**src/rtl/vmul_pkg.sv**
```systemverilog
// Shared types and constants for the vector multiplier operand path.
package vmul_pkg;

  localparam int BYTE_W = 8;
  localparam int PP_W   = 16;
  localparam int N_MUL  = 8;

  typedef enum logic [1:0] {
    SEW_8  = 2'b00,
    SEW_16 = 2'b01,
    SEW_32 = 2'b10
  } sew_e;

  typedef enum logic [2:0] {
    IDLE,
    ISSUE,
    PH1,
    PH2,
    DONE,
    ERR
  } pp_state_e;

  function automatic logic [BYTE_W-1:0] byte_of(input logic [4*BYTE_W-1:0] w,
                                                input logic [1:0]          idx);
    return w[{idx, 3'b000} +: BYTE_W];
  endfunction

endpackage

```
**src/rtl/mul_8x8_u.sv**
```systemverilog
// Unsigned 8x8 -> 16 combinational multiplier.
module mul_8x8_u
  import vmul_pkg::*;
(
  input  logic [BYTE_W-1:0] a,
  input  logic [BYTE_W-1:0] b,
  output logic [PP_W-1:0]   p
);

  assign p = {8'b0, a} * {8'b0, b};

endmodule

```
**src/rtl/pp_issue_seq.sv**
```systemverilog
// Operand sequencer for the vector multiplier: latches an operand pair and issues
// 8x8 partial products to carry_save_8 in one phase (8b/16b) or two phases (32b).
//
//  state | meaning
//  IDLE  | waiting for an operand pair, in_ready high
//  ISSUE | cs_start to the accumulator
//  PH1   | first set of partial products on mult_out
//  PH2   | 32b only: products of b2/b3, added at weight 2^16 downstream
//  DONE  | accumulator result valid, done pulse
//  ERR   | sew=11 rejected, err pulse, accumulator untouched
module pp_issue_seq #(
  parameter int DATA_W = 32,
  parameter int PP_W   = 16
) (
  input  logic              clk,
  input  logic              reset,
  input  logic              in_valid,
  output logic              in_ready,
  input  logic [1:0]        sew,
  input  logic [DATA_W-1:0] operand_a,
  input  logic [DATA_W-1:0] operand_b,
  output logic              cs_start,
  output logic [1:0]        cs_sew,
  output logic [PP_W-1:0]   mult_out_1,
  output logic [PP_W-1:0]   mult_out_2,
  output logic [PP_W-1:0]   mult_out_3,
  output logic [PP_W-1:0]   mult_out_4,
  output logic [PP_W-1:0]   mult_out_5,
  output logic [PP_W-1:0]   mult_out_6,
  output logic [PP_W-1:0]   mult_out_7,
  output logic [PP_W-1:0]   mult_out_8,
  output logic              done,
  output logic              err
);

  import vmul_pkg::*;

  pp_state_e         state, state_nxt;
  logic [DATA_W-1:0] a_q, b_q;
  sew_e              sew_q;
  logic              accept;

  logic [BYTE_W-1:0] mul_a [N_MUL];
  logic [BYTE_W-1:0] mul_b [N_MUL];
  logic [PP_W-1:0]   mul_p [N_MUL];

  assign in_ready = reset && (state == IDLE);
  assign accept   = in_valid && in_ready;
  assign cs_sew   = sew_q;

  always_ff @(posedge clk or negedge reset) begin
    if (!reset) state <= IDLE;
    else        state <= state_nxt;
  end

  // An illegal sew leaves sew_q untouched so cs_sew never carries 2'b11.
  always_ff @(posedge clk or negedge reset) begin
    if (!reset) begin
      a_q   <= '0;
      b_q   <= '0;
      sew_q <= SEW_8;
    end else if (accept) begin
      a_q <= operand_a;
      b_q <= operand_b;
      if (sew != 2'b11) sew_q <= sew_e'(sew);
    end
  end

  always_comb begin
    state_nxt = state;
    cs_start  = 1'b0;
    done      = 1'b0;
    err       = 1'b0;
    case (state)
      IDLE:    if (accept) state_nxt = (sew == 2'b11) ? ERR : ISSUE;
      ISSUE: begin
        cs_start  = 1'b1;
        state_nxt = PH1;
      end
      PH1:     state_nxt = (sew_q == SEW_32) ? PH2 : DONE;
      PH2:     state_nxt = DONE;
      DONE: begin
        done      = 1'b1;
        state_nxt = IDLE;
      end
      ERR: begin
        err       = 1'b1;
        state_nxt = IDLE;
      end
      default: state_nxt = IDLE;
    endcase
  end

  // Byte routing per lane width; zero operands outside the product phases force mult_out to 0.
  always_comb begin
    for (int k = 0; k < N_MUL; k++) begin
      mul_a[k] = '0;
      mul_b[k] = '0;
    end
    if (state == PH1 || state == PH2) begin
      for (int k = 0; k < N_MUL; k++) begin
        case (sew_q)
          SEW_8: begin
            if (k < 4) begin
              mul_a[k] = byte_of(a_q, k[1:0]);
              mul_b[k] = byte_of(b_q, k[1:0]);
            end
          end
          SEW_16: begin
            mul_a[k] = byte_of(a_q, {k[2], k[0]});
            mul_b[k] = byte_of(b_q, {k[2], k[1]});
          end
          SEW_32: begin
            mul_a[k] = byte_of(a_q, k[1:0]);
            mul_b[k] = byte_of(b_q, {state == PH2, k[2]});
          end
          default: ;
        endcase
      end
    end
  end

  for (genvar g = 0; g < N_MUL; g++) begin : g_mul
    mul_8x8_u u_mul (
      .a (mul_a[g]),
      .b (mul_b[g]),
      .p (mul_p[g])
    );
  end

  assign mult_out_1 = mul_p[0];
  assign mult_out_2 = mul_p[1];
  assign mult_out_3 = mul_p[2];
  assign mult_out_4 = mul_p[3];
  assign mult_out_5 = mul_p[4];
  assign mult_out_6 = mul_p[5];
  assign mult_out_7 = mul_p[6];
  assign mult_out_8 = mul_p[7];

endmodule

```
**config.mk**
```make
export PLATFORM = sky130hd
export DESIGN_NAME = pp_issue_seq
export DESIGN_NICKNAME = d
export VERILOG_FILES = /design/src/rtl/vmul_pkg.sv /design/src/rtl/mul_8x8_u.sv /design/src/rtl/pp_issue_seq.sv
export SDC_FILE = /design/constraint.sdc
export NUM_CORES = 1
export LEC_CHECK = 0
export CAP_MARGIN = 0
export CORE_MARGIN = 4
export CORE_UTILIZATION = 55
export CTS_CLUSTER_SIZE = 25
export DETAILED_ROUTE_END_ITERATION = 10
export PLACE_DENSITY = 0.77
export SLEW_MARGIN = 10
export SYNTH_ARGS = -nofsm -noshare
export SYNTH_HDL_FRONTEND = slang
export SYNTH_SLANG_ARGS = --single-unit
```
**constraint.sdc**
```tcl
create_clock -name clk -period 15.94 [get_ports clk]
set_input_delay 3.188 -clock clk [delete_from_list [all_inputs] [get_ports clk]]
set_output_delay 3.188 -clock clk [all_outputs]
set_load 0.1 [all_outputs]
```
Run 1, sequential cells coloured by netlist name:
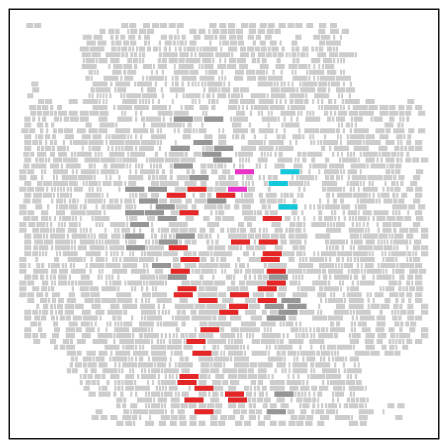
[red] b_q | placed flops: 32
[magenta] cs_sew | placed flops: 2
[cyan] state | placed flops: 3
Sequential cell area: 1727 sq um
P_seq: 0.446 mW
flop share of the area: 0.07600
final core utilization: 0.6357

Run 1, clock network drawn from the DEF:
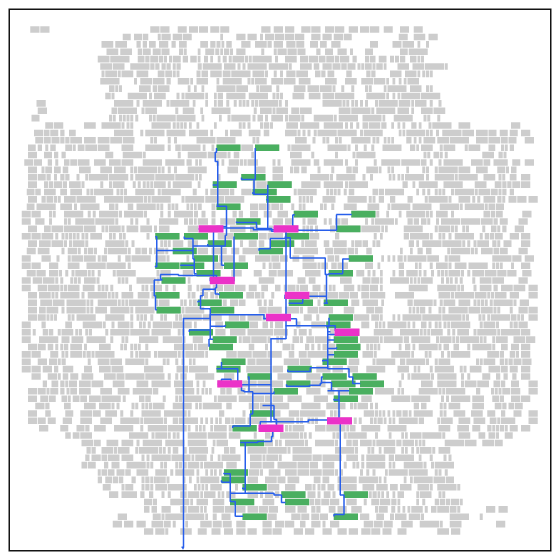
[green] flip-flops | count: 69
[blue] clock wires | length: 1,070 um
[magenta] clock-net drivers | count: 9
routed clock nets: 10
Clk. pwr: 0.202 mW
clk ins delay skew pair: 0.34 ns
Post-Route Skew: 0.006245 ns

Run 1, met4 routing:
Bar = 50 um. Supply wires on this layer in grey.
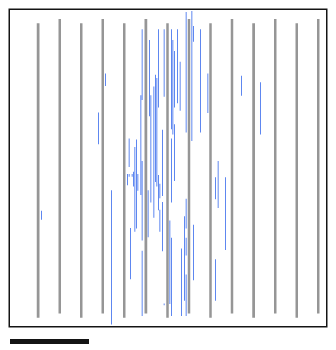
main direction: vertical
share of all routed wire: 4.1%
via count: 16,350
drt total wl: 51.28 mm

==> impl_metrics.yaml, run 1 <==
# generated from flow reports
floorplanning:
  fp.coreArea_sq_um: 35740
  fp.dieH_um: 199.0
  die_area_sq_um: 39590
power:
  p_sw_frac: 0.6488
  netSwitchingPower_mw: 1.894
  p_seq_frac: 0.153
setup_path:
  crit_slowest_cell: "clkdlybuf4s50_1"
  crit_family: "adder cells"
  reg2reg_depth: 5
  r2r-end: "state[2]"
  crit_end: "mult_out_5[15]"
place:
  post_dp_cell_area_sq_um: 22430
layout:
  largest_class: "logic gates"
  combGateArea_sq_um: 16550
logic_synthesis:
  ys_top_cells_by_count: "nor2_1, inv_1, ha_1"
  ys_types: 64
  yosys_area_sq_um: 20060
  synthFlopType: "dfrtp_1"
  synthCells: 2273
  ys_ff: 69
global_route:
  grt_overflow: 0
  top_usage_layer: "met2"
  grt_max_degree: 76
timing:
  slew_headroom: 0.2101
cts:
  clock_sinks: 69
  numCtsBuffers: 9
  htreeDepth: 3
outcome:
  status: "complete, no violations"
routing:
  topRoutingLayerUsed: "met4"
Run 1, wire density map:
Bar = 50 um. 40 x 40 tiles, from dark purple (low) to yellow (high), scaled to the fullest tile. Values are wire area over tile area, all layers added.
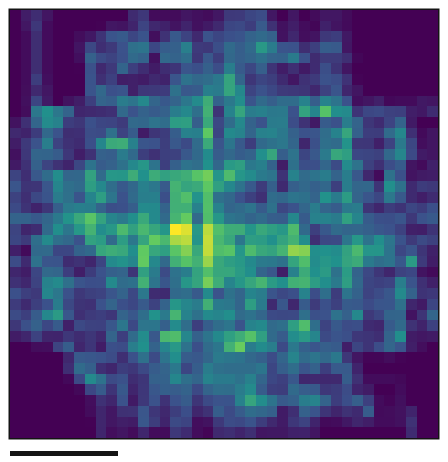

==> inputs of run 2 (changes only) <==
--- a/config.mk
+++ b/config.mk
@@ -10,7 +10,7 @@
 export CORE_UTILIZATION = 55
 export CTS_CLUSTER_SIZE = 25
 export DETAILED_ROUTE_END_ITERATION = 10
-export PLACE_DENSITY = 0.77
+export PLACE_DENSITY = 0.81
 export SLEW_MARGIN = 10
 export SYNTH_ARGS = -nofsm -noshare
 export SYNTH_HDL_FRONTEND = slang
==> constraint.sdc (replaced) <==
create_clock -name clk -period 10.35 [get_ports clk]
set_input_delay 2.07 -clock clk [delete_from_list [all_inputs] [get_ports clk]]
set_output_delay 2.07 -clock clk [all_outputs]
set_load 0.1 [all_outputs]
Run 2, wire density map:
Bar = 50 um. 40 x 40 tiles, from dark purple (low) to yellow (high), scaled to the fullest tile. Values are wire area over tile area, all layers added.
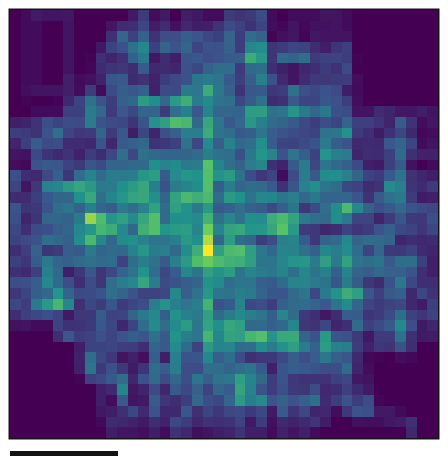
mean over tiles: 0.21
fullest tile: 0.89
nearly empty tiles: 15%
emptiest ninth of the die: upper right
WL per Instance: 17.59 um
Tot GR Track Use: 0.2645
via count: 16,500

==> run 2 against run 1 <==
  * Sequential share of layout area is essentially flat
  * Critical path depth shrank 2
  * First-iteration DRC count shrank 2.8%
  * Utilization shrank 0.28 points
  * Die size is the same
  * Flip-flop count is the same
  * Combinational power grew 53%
  * Power grew 54%
  * Area after synthesis is the same
  * Sequential power grew 55%
  * Hold slack gained 0.0091 ns
  * Critical path type unchanged
  * Largest power group unchanged
  * Highest routed layer unchanged
==> impl_metrics.yaml, run 2 <==
# generated from flow reports
outcome:
  status: "complete, no violations"
routing:
  drt_first_iter_violations: 1134
  wirelength_mm: 51.15
logic_synthesis:
  top_area_cell: "fa_1"
  synthCells: 2273
  ys_top_cells_by_count: "nor2_1, inv_1, ha_1"
  synth-simple-area-share: 0.1597
  ys_types: 64
  yosys_area_sq_um: 20060
  synthFlopType: "dfrtp_1"
  ys_ff: 69
global_route:
  grt_max_degree: 76
  top_usage_layer: "met2"
  grt_overflow: 0
cts:
  htreeDepth: 3
  clock_sinks: 69
  numCtsBuffers: 9
  ctsRootBufferMaster: "clkbuf_16"
power:
  p_seq_frac: 0.154
  netSwitchingPower_mw: 2.912
  powerClk_mw: 0.340
  p_seq_mw: 0.693
setup_path:
  crit_buf_inv: 7
  crit_end: "mult_out_2[10]"
  r2r-end: "state[2]"
  reg2reg_depth: 5
  crit_family: "adder cells"
  crit_slowest_cell: "clkdlybuf4s50_1"
  path_cells: "inv_1, ha_1, inv_1, a21oi_2, a221oi_2, nor2_1, fa_1, inv_1, fa_1, inv_1, fa_1, inv_1, fa_1, inv_1, ha_1, o21ai_0, nand2_1, o221a_2, xor2_1, clkdlybuf4s50_1"
timing:
  fin_skew_ns: 0.005707
  slew_headroom: 0.2302
layout:
  combGateArea_sq_um: 16550
  seq_share: 0.07633
  logic_gate_count: 1748
floorplanning:
  fp.dieH_um: 199.0
  taps: 461
place:
  post_dp_cell_area_sq_um: 22300
Run 2, cell outlines without signal wires:
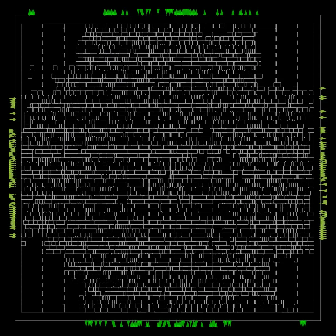
final core utilization: 0.6329
row count: 69
core area: 35,740 sq um
flop count: 69

Power and IR drop assume default switching activity.
